**Run 1: M1 wires**

Scale bar: 20 um. Cells faint in the background.
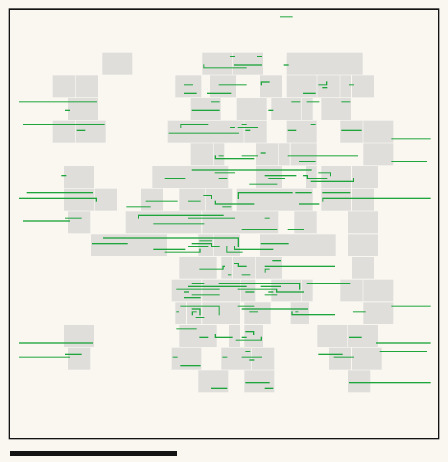
**Run 1: met2 routing**

Scale bar: 20 um. Cells faint in the background.
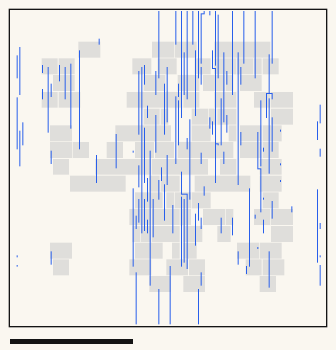
**Run 1: the metal 3 layer**

Scale bar: 20 um. Cells faint in the background.
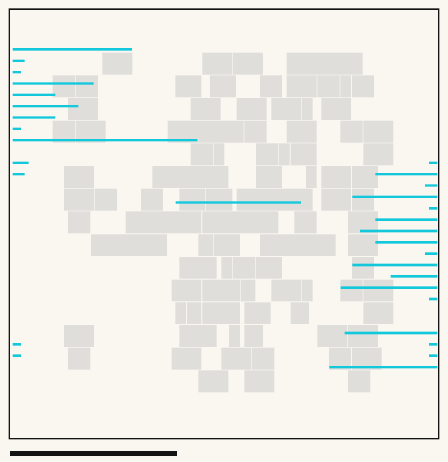
$ cat src/rtl/din_buf_pkg.sv
// din_buf shared types: FSM encoding and default buffer geometry.
// Overwrite mode is selected by DIN_BUF_OVERWRITE_EN.
package din_buf_pkg;

  typedef enum logic {
    PRIME = 1'b0,
    RUN   = 1'b1
  } state_t;

  localparam int LOG2_DEPTH_DEF = 2;
  localparam int DEPTH = 1 << LOG2_DEPTH_DEF;

endpackage

$ cat src/rtl/din_buf_if.sv
// din_buf bus: sample handshake, RAM ports, consumer side, status.
// Overwrite mode is selected by DIN_BUF_OVERWRITE_EN.
interface din_buf_if #(
  parameter int DW = 16,
  parameter int AW = 2
);

  logic          DIN_VALID;
  logic [DW-1:0] DIN_DATA;
  logic          DIN_READY;
  logic [AW-1:0] DIN_IN_WADR;
  logic          DIN_IN_WEN;
  logic [DW-1:0] DIN_IN_WDAT;
  logic [AW-1:0] DIN_OUT_RADR;
  logic          DOUT_VALID;
  logic          DOUT_POP;
  logic [AW:0]   NUM_IN_BUF;
  logic          OVERFLOW;

  modport master (
    output DIN_VALID, DIN_DATA, DOUT_POP,
    input  DIN_READY, DIN_IN_WADR,
    input  DIN_IN_WEN, DIN_IN_WDAT,
    input  DIN_OUT_RADR, DOUT_VALID,
    input  NUM_IN_BUF, OVERFLOW
  );

  modport slave (
    input  DIN_VALID, DIN_DATA, DOUT_POP,
    output DIN_READY, DIN_IN_WADR,
    output DIN_IN_WEN, DIN_IN_WDAT,
    output DIN_OUT_RADR, DOUT_VALID,
    output NUM_IN_BUF, OVERFLOW
  );

endinterface

$ cat src/rtl/din_buf_ptr.sv
// din_buf wrapping pointer: advances on inc, wraps at 2**W.
// Overwrite mode is selected by DIN_BUF_OVERWRITE_EN.
module din_buf_ptr #(
  parameter int W = 2
) (
  input  logic         CLK,
  input  logic         RESET,
  input  logic         inc,
  output logic [W-1:0] ptr
);

  always_ff @(posedge CLK or posedge RESET) begin
    if (RESET)
      ptr <= '0;
    else if (inc)
      ptr <= ptr + 1'b1;
  end

endmodule

$ cat src/rtl/din_buf_ctrl.sv
// Input sample RAM controller: circular pointers, count, prime FSM.
// Define DIN_BUF_OVERWRITE_EN to drop the oldest sample when full.
module din_buf_ctrl
  import din_buf_pkg::*;
#(
  parameter int DIN_WORDLENGTH = 16,
  parameter int LOG2_DEPTH = $clog2(DEPTH),
  parameter int PRIME_LEVEL = 2
) (
  input logic     CLK,
  input logic     RESET,
  din_buf_if.slave bus
);

  localparam logic [LOG2_DEPTH:0] FULL_CNT =
    {1'b1, {LOG2_DEPTH{1'b0}}};
  localparam logic [LOG2_DEPTH:0] PRIME_CNT =
    PRIME_LEVEL[LOG2_DEPTH:0];

  state_t state;
  state_t state_nxt;

  logic [LOG2_DEPTH:0]   cnt;
  logic [LOG2_DEPTH:0]   cnt_nxt;
  logic [LOG2_DEPTH-1:0] wr_ptr;
  logic [LOG2_DEPTH-1:0] rd_ptr;
  logic [DIN_WORDLENGTH-1:0] wdat;

  logic full;
  logic ready;
  logic dvalid;
  logic accept;
  logic pop;
  logic rd_inc;
  logic grow;

  assign full   = (cnt == FULL_CNT);
  assign dvalid = (state == RUN) && (cnt != '0);
  // Gate with RESET so no RAM write escapes mid-reset.
  assign accept = bus.DIN_VALID && ready && !RESET;
  assign pop    = bus.DOUT_POP && dvalid;
  assign wdat   = bus.DIN_DATA;

`ifdef DIN_BUF_OVERWRITE_EN
  logic drop;
  logic ovf;

  assign ready  = 1'b1;
  assign drop   = accept && full && !pop;
  assign rd_inc = pop || drop;
  assign grow   = accept && !pop && !drop;

  always_ff @(posedge CLK or posedge RESET) begin
    if (RESET)
      ovf <= 1'b0;
    else if (drop)
      ovf <= 1'b1;
  end

  assign bus.OVERFLOW = ovf;
`else
  assign ready  = !full;
  assign rd_inc = pop;
  assign grow   = accept && !pop;
  assign bus.OVERFLOW = 1'b0;
`endif

  din_buf_ptr #(.W(LOG2_DEPTH)) u_wr_ptr (
    .CLK   (CLK),
    .RESET (RESET),
    .inc   (accept),
    .ptr   (wr_ptr)
  );

  din_buf_ptr #(.W(LOG2_DEPTH)) u_rd_ptr (
    .CLK   (CLK),
    .RESET (RESET),
    .inc   (rd_inc),
    .ptr   (rd_ptr)
  );

  always_comb begin
    cnt_nxt = cnt;
    if (grow)
      cnt_nxt = cnt + 1'b1;
    else if (pop && !accept)
      cnt_nxt = cnt - 1'b1;
  end

  always_comb begin
    state_nxt = state;
    unique case (state)
      PRIME:
        if (cnt_nxt >= PRIME_CNT)
          state_nxt = RUN;
      RUN:
        if (cnt_nxt == '0)
          state_nxt = PRIME;
      default:
        state_nxt = PRIME;
    endcase
  end

  always_ff @(posedge CLK or posedge RESET) begin
    if (RESET) begin
      cnt   <= '0;
      state <= PRIME;
    end else begin
      cnt   <= cnt_nxt;
      state <= state_nxt;
    end
  end

  assign bus.DIN_READY    = ready;
  assign bus.DIN_IN_WEN   = accept;
  assign bus.DIN_IN_WADR  = wr_ptr;
  assign bus.DIN_IN_WDAT  = wdat;
  assign bus.DIN_OUT_RADR = rd_ptr;
  assign bus.DOUT_VALID   = dvalid;
  assign bus.NUM_IN_BUF   = cnt;

endmodule

$ cat src/flat_wrapper.sv
// flat-port wrapper written by rule: the top's interface ports become plain ports
module din_buf_ctrl_flat import din_buf_pkg::*;
#(
  parameter int DIN_WORDLENGTH = 16,
  parameter int LOG2_DEPTH = $clog2(DEPTH),
  parameter int PRIME_LEVEL = 2
)
  (CLK, RESET, bus_DIN_VALID, bus_DIN_DATA, bus_DOUT_POP, bus_DIN_READY, bus_DIN_IN_WADR, bus_DIN_IN_WEN, bus_DIN_IN_WDAT, bus_DIN_OUT_RADR, bus_DOUT_VALID, bus_NUM_IN_BUF, bus_OVERFLOW);
  din_buf_if #(.DW(16), .AW(2)) bus_i ();
  input logic CLK;
  input logic RESET;
  input wire logic [$bits(bus_i.DIN_VALID)-1:0] bus_DIN_VALID;
  input wire logic [$bits(bus_i.DIN_DATA)-1:0] bus_DIN_DATA;
  input wire logic [$bits(bus_i.DOUT_POP)-1:0] bus_DOUT_POP;
  output wire logic [$bits(bus_i.DIN_READY)-1:0] bus_DIN_READY;
  output wire logic [$bits(bus_i.DIN_IN_WADR)-1:0] bus_DIN_IN_WADR;
  output wire logic [$bits(bus_i.DIN_IN_WEN)-1:0] bus_DIN_IN_WEN;
  output wire logic [$bits(bus_i.DIN_IN_WDAT)-1:0] bus_DIN_IN_WDAT;
  output wire logic [$bits(bus_i.DIN_OUT_RADR)-1:0] bus_DIN_OUT_RADR;
  output wire logic [$bits(bus_i.DOUT_VALID)-1:0] bus_DOUT_VALID;
  output wire logic [$bits(bus_i.NUM_IN_BUF)-1:0] bus_NUM_IN_BUF;
  output wire logic [$bits(bus_i.OVERFLOW)-1:0] bus_OVERFLOW;
  assign bus_i.DIN_VALID = bus_DIN_VALID;
  assign bus_i.DIN_DATA = bus_DIN_DATA;
  assign bus_i.DOUT_POP = bus_DOUT_POP;
  assign bus_DIN_READY = bus_i.DIN_READY;
  assign bus_DIN_IN_WADR = bus_i.DIN_IN_WADR;
  assign bus_DIN_IN_WEN = bus_i.DIN_IN_WEN;
  assign bus_DIN_IN_WDAT = bus_i.DIN_IN_WDAT;
  assign bus_DIN_OUT_RADR = bus_i.DIN_OUT_RADR;
  assign bus_DOUT_VALID = bus_i.DOUT_VALID;
  assign bus_NUM_IN_BUF = bus_i.NUM_IN_BUF;
  assign bus_OVERFLOW = bus_i.OVERFLOW;
  din_buf_ctrl #(.DIN_WORDLENGTH(DIN_WORDLENGTH), .LOG2_DEPTH(LOG2_DEPTH), .PRIME_LEVEL(PRIME_LEVEL)) u_core (.CLK(CLK), .RESET(RESET), .bus(bus_i));
endmodule
$ cat config.mk
export PLATFORM = sky130hd
export DESIGN_NAME = din_buf_ctrl_flat
export DESIGN_NICKNAME = d
export VERILOG_FILES = /design/src/rtl/din_buf_pkg.sv /design/src/rtl/din_buf_if.sv /design/src/rtl/din_buf_ptr.sv /design/src/rtl/din_buf_ctrl.sv /design/src/flat_wrapper.sv
export SDC_FILE = /design/constraint.sdc
export NUM_CORES = 1
export LEC_CHECK = 0
export CORE_MARGIN = 5
export CORE_UTILIZATION = 33
export CTS_CLUSTER_SIZE = 8
export DETAILED_ROUTE_END_ITERATION = 10
export GPL_TIMING_DRIVEN = 0
export PLACE_DENSITY = 0.83
export SETUP_SLACK_MARGIN = 0.5
export SLEW_MARGIN = 15
export SYNTH_ARGS = -nofsm -noshare
export SYNTH_HDL_FRONTEND = slang
export SYNTH_SLANG_ARGS = --single-unit
$ cat constraint.sdc
create_clock -name CLK -period 3.8 [get_ports CLK]
set_input_delay 0.95 -clock CLK [delete_from_list [all_inputs] [get_ports CLK]]
set_output_delay 0.95 -clock CLK [all_outputs]
set_load 0.02 [all_outputs]
==> summary.json, run 1 <==
{
  "global_routing": {
    "globalRouteOverflowTotal": 0,
    "grt_start_max_net_pins": 10
  },
  "detailed_routing": {
    "drt_first_iter_violations": 0,
    "dr.max_layer_used": "met3",
    "routedLengthMet1_um": 442
  },
  "timing": {
    "setup_viol": 0
  },
  "layout": {
    "finish.cell_count_without_fillers": 106,
    "top_area_cell_class": "buffers",
    "largest_register_ffs": 3,
    "fraction_of_layout_cells_with_a_size_suffix_above_1_pct": 29.21
  },
  "floorplanning": {
    "die_h_um": 51.31,
    "std_cell_rows": 15
  },
  "synthesis": {
    "most_area_consuming_cells_after_synthesis": "dfrtp_1 36%, buf_4 23%, xnor2_1 11%",
    "ys.flops": 8,
    "synth_cell_types": 21,
    "simple_gate_area_share_pct": 10.00,
    "post_synth_inst_count": 57,
    "synthXorXnorAreaFrac_pct": 10.89
  },
  "cts": {
    "cts_tree": "yes",
    "clk_transition_reported_paths_ns": 0.06,
    "post_cts_hold_buffer_count": 0
  },
  "placed_design": {
    "preCtsSetupSlack_ns": 0.2569,
    "gp_congestion": 0.6618,
    "portBuffers": 29,
    "placed_instances": 103
  },
  "worst_setup_path": {
    "worst_r2r_endpoint": "u_core.state"
  },
  "run_status": {
    "run_status": "finished clean"
  },
  "pwr": {
    "power_per_cell_area_mw_per_mm2": 704.4
  },
  "min_path": {
    "whs_path_depth": 1
  }
}
Back to the opening pictures, 'M1 wires':
The layer holds 33% of the routed length. 86 nets have wire on it. The wires run mostly horizontal. The layer carries 443 um of wire. The longest straight run is 16.2 um.

Back to the opening pictures, 'met2 routing':
The wires run mostly vertical. 105 nets have wire on it. The layer holds 53% of the routed length.

Back to the opening pictures, 'the metal 3 layer':
The layer carries 180 um of wire. The longest straight run is 21.8 um.

==> run 2, diff against run 1 <==
--- a/config.mk
+++ b/config.mk
@@ -6,11 +6,11 @@
 export NUM_CORES = 1
 export LEC_CHECK = 0
 export CORE_MARGIN = 5
-export CORE_UTILIZATION = 33
+export CORE_UTILIZATION = 31
 export CTS_CLUSTER_SIZE = 8
 export DETAILED_ROUTE_END_ITERATION = 10
 export GPL_TIMING_DRIVEN = 0
-export PLACE_DENSITY = 0.83
+export PLACE_DENSITY = 0.79
 export SETUP_SLACK_MARGIN = 0.5
 export SLEW_MARGIN = 15
 export SYNTH_ARGS = -nofsm -noshare
==> constraint.sdc (replaced) <==
create_clock -name CLK -period 3.16 [get_ports CLK]
set_input_delay 0.79 -clock CLK [delete_from_list [all_inputs] [get_ports CLK]]
set_output_delay 0.79 -clock CLK [all_outputs]
set_load 0.02 [all_outputs]
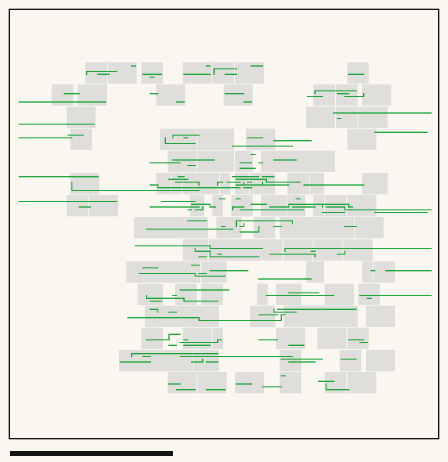
**Above:** run 2 (M1 wires).
Scale bar: 20 um. Cells faint in the background.
The wires run mostly horizontal. 92 nets have wire on it.
Routed WL: 1304 um
global-route met1 utilization: 11.74%
via total after detailed routing: 475

==> run 2 against run 1 <==
Highest routed layer unchanged; critical path depth is the same; sequential power is 21% higher; count of clock-buffer cells in the layout did not move; sequential cell count is the same; clock skew is 0.010 ns lower; sequential share of layout area decreased by 0.46 points; via count down 2.7%; setup slack worse by 0.060 ns; critical path type unchanged; largest power group unchanged; wire length fell by 2.0%.
==> summary.json, run 2 <==
{
  "min_path": {
    "worstHoldStart": "u_core.u_rd_ptr.ptr[1]"
  },
  "placed_design": {
    "portBuffers": {"value": 29, "change": "unchanged"},
    "preCtsSetupSlack": {"value": -0.08053, "unit": "ns", "change": "-0.3374 ns"},
    "placed_instances": {"value": 111, "change": "+7.8%"},
    "gp_congestion": {"value": 0.7258, "change": "+9.7%"}
  },
  "synthesis": {
    "synthXorXnorAreaFrac": {"value": 10.89, "unit": "%", "change": "unchanged"},
    "ys.flops": {"value": 8, "change": "unchanged"},
    "top_count_cell_post_synth": "buf_4",
    "synth-edff-count": 0,
    "synth_cell_types": {"value": 21, "change": "unchanged"},
    "most_area_consuming_cells_after_synthesis": "dfrtp_1 36%, buf_4 23%, xnor2_1 11%",
    "post_synth_inst_count": {"value": 57, "change": "unchanged"},
    "simple_gate_area_share": {"value": 10.00, "unit": "%", "change": "unchanged"},
    "synth.cellmix.compoundShare_pct": 6.667
  },
  "timing": {
    "setup_viol": {"value": 0, "change": "unchanged"},
    "rsz0062_at_grt": "no",
    "final.setup.tns_ns": 0
  },
  "cts": {
    "cts_tree": "yes",
    "clk_transition_reported_paths": {"value": 0.05, "unit": "ns", "change": "about the same"},
    "cts.path.max_buffers": 2,
    "post_cts_hold_buffer_count": {"value": 0, "change": "unchanged"}
  },
  "layout": {
    "top_area_cell_class": "buffers",
    "area.share.combinational_pct": 23.67,
    "final_core_util_pct": 52.97,
    "fraction_of_layout_cells_with_a_size_suffix_above_1": {"value": 31.11, "unit": "%", "change": "+1.9 points"},
    "largest_register_ffs": {"value": 3, "change": "unchanged"},
    "finish.cell_count_without_fillers": {"value": 115, "change": "+8.5%"},
    "regArea_sq_um": 200.2
  },
  "worst_setup_path": {
    "worst_r2r_endpoint": "u_core.state",
    "critPathMaxFanout": 7,
    "crit_slowest_cell": "clkdlybuf4s50_1",
    "worstPathCellList": "clkdlybuf4s50_1 -> clkinvlp_4 -> nand3_2 -> inv_4 -> buf_2"
  },
  "pwr": {
    "power.net_switching_mw": 0.3138,
    "power_per_cell_area": {"value": 823.9, "unit": "mW/mm^2", "change": "+17%"},
    "clock_power_share_pct": 9.9
  },
  "detailed_routing": {
    "dr.max_layer_used": "met3",
    "drt-pass1-iter-count": 4,
    "route.antenna.remaining_nets": 0,
    "routedLengthMet1": {"value": 544, "unit": "um", "change": "+23%"},
    "drt_first_iter_violations": {"value": 4, "change": "+4"}
  },
  "global_routing": {
    "grt_start_max_net_pins": {"value": 9, "change": "-1"},
    "globalRouteOverflowTotal": {"value": 0, "change": "unchanged"}
  },
  "run_status": {
    "run_status": "finished clean"
  },
  "floorplanning": {
    "std_cell_rows": {"value": 15, "change": "unchanged"},
    "die_width_um": 52.62,
    "die_h": {"value": 52.62, "unit": "um", "change": "+2.6%"}
  }
}
==> run 3, diff against run 2 <==
==> constraint.sdc (replaced) <==
create_clock -name CLK -period 2.4 [get_ports CLK]
set_input_delay 0.6 -clock CLK [delete_from_list [all_inputs] [get_ports CLK]]
set_output_delay 0.6 -clock CLK [all_outputs]
set_load 0.02 [all_outputs]
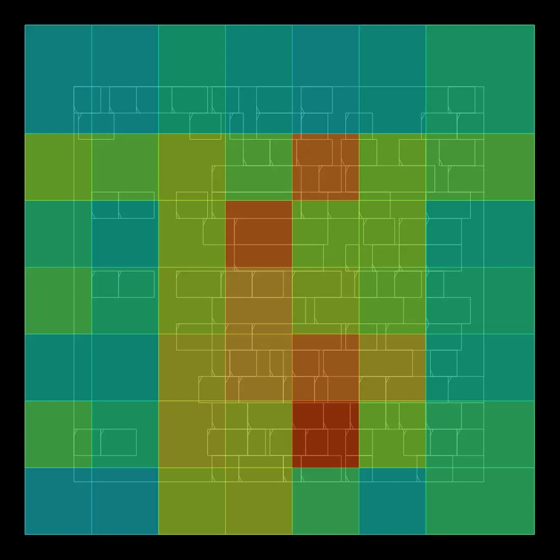
**Above:** run 3 (routing congestion map).
global-route met1 utilization: 13.23%
DR WL/cell: 12.38 um
core occupancy in the finished layout: 60.14%
global router's overall resource usage: 12.69%

==> run 3 against run 2 <==
Largest power group unchanged; non-clock buffer count increased by 10; cell area rose by 14%; count of clock-buffer cells in the layout did not move; die size stayed put; critical path type is now flip-flop to output port; final cell count is 8.7% higher.
==> summary.json, run 3 <==
{
  "timing": {
    "setup_viol": {"value": 0, "change": "unchanged"},
    "final.setup.tns": {"value": 0, "unit": "ns", "change": "unchanged"},
    "rsz0062_at_grt": "yes"
  },
  "pwr": {
    "fraction_of_power_consumed_by_combinational_cells_pct": 67.2,
    "power.net_switching": {"value": 0.4895, "unit": "mW", "change": "+56%"},
    "power_per_cell_area": {"value": 1147, "unit": "mW/mm^2", "change": "+39%"}
  },
  "floorplanning": {
    "die_width": {"value": 52.62, "unit": "um", "change": "unchanged"},
    "floorplan.tapcells": 25,
    "die_h": {"value": 52.62, "unit": "um", "change": "unchanged"},
    "std_cell_rows": {"value": 15, "change": "unchanged"}
  },
  "worst_setup_path": {
    "worstPathCellList": "inv_2 -> ha_4 -> nand2b_4 -> and2_4 -> buf_6",
    "worst_r2r_endpoint": "u_core.state",
    "critPathMaxFanout": {"value": 4, "change": "-3"},
    "crit_slowest_cell": "dfrtp_2"
  },
  "detailed_routing": {
    "drt-pass1-iter-count": {"value": 3, "change": "-1"},
    "drt_first_iter_violations": {"value": 2, "change": "-2"},
    "routedLengthMet1": {"value": 530, "unit": "um", "change": "-2.6%"},
    "route.antenna.remaining_nets": {"value": 0, "change": "unchanged"},
    "wl": {"value": 1547, "unit": "um", "change": "+19%"},
    "dr.max_layer_used": "met4"
  },
  "global_routing": {
    "globalRouteOverflowTotal": {"value": 0, "change": "unchanged"},
    "grt_start_max_net_pins": {"value": 9, "change": "unchanged"}
  },
  "run_status": {
    "run_status": "finished clean"
  },
  "layout": {
    "finish.cell_count_without_fillers": {"value": 125, "change": "+8.7%"},
    "largest_register_ffs": {"value": 3, "change": "unchanged"},
    "area.share.combinational": {"value": 24.34, "unit": "%", "change": "+0.67 points"},
    "sh_seq_area_pct": 19.52,
    "fraction_of_layout_cells_with_a_size_suffix_above_1": {"value": 47.00, "unit": "%", "change": "+16 points"},
    "top_area_cell_class": "buffers"
  },
  "synthesis": {
    "simple_gate_area_share": {"value": 10.00, "unit": "%", "change": "unchanged"},
    "synth.cellmix.compoundShare": {"value": 6.667, "unit": "%", "change": "unchanged"},
    "synthXorXnorAreaFrac": {"value": 10.89, "unit": "%", "change": "unchanged"},
    "ys.flops": {"value": 8, "change": "unchanged"},
    "synth_cell_types": {"value": 21, "change": "unchanged"},
    "top_count_cell_post_synth": "buf_4",
    "synth-edff-count": {"value": 0, "change": "unchanged"},
    "post_synth_inst_count": {"value": 57, "change": "unchanged"}
  },
  "cts": {
    "clk_transition_reported_paths": {"value": 0.05, "unit": "ns", "change": "about the same"},
    "cts_tree": "yes",
    "cts.path.max_buffers": {"value": 2, "change": "unchanged"}
  },
  "placed_design": {
    "gp_congestion": {"value": 0.6873, "change": "-5.3%"},
    "portBuffers": {"value": 29, "change": "unchanged"},
    "placed_instances": {"value": 111, "change": "unchanged"},
    "preCtsSetupSlack": {"value": -0.4321, "unit": "ns", "change": "-0.3516 ns"},
    "postPlaceCellArea_sq_um": 889.6
  },
  "min_path": {
    "worstHoldStart": "u_core.u_wr_ptr.ptr[1]"
  }
}
Power figures rest on the tool's default switching activity, not on a simulated workload.
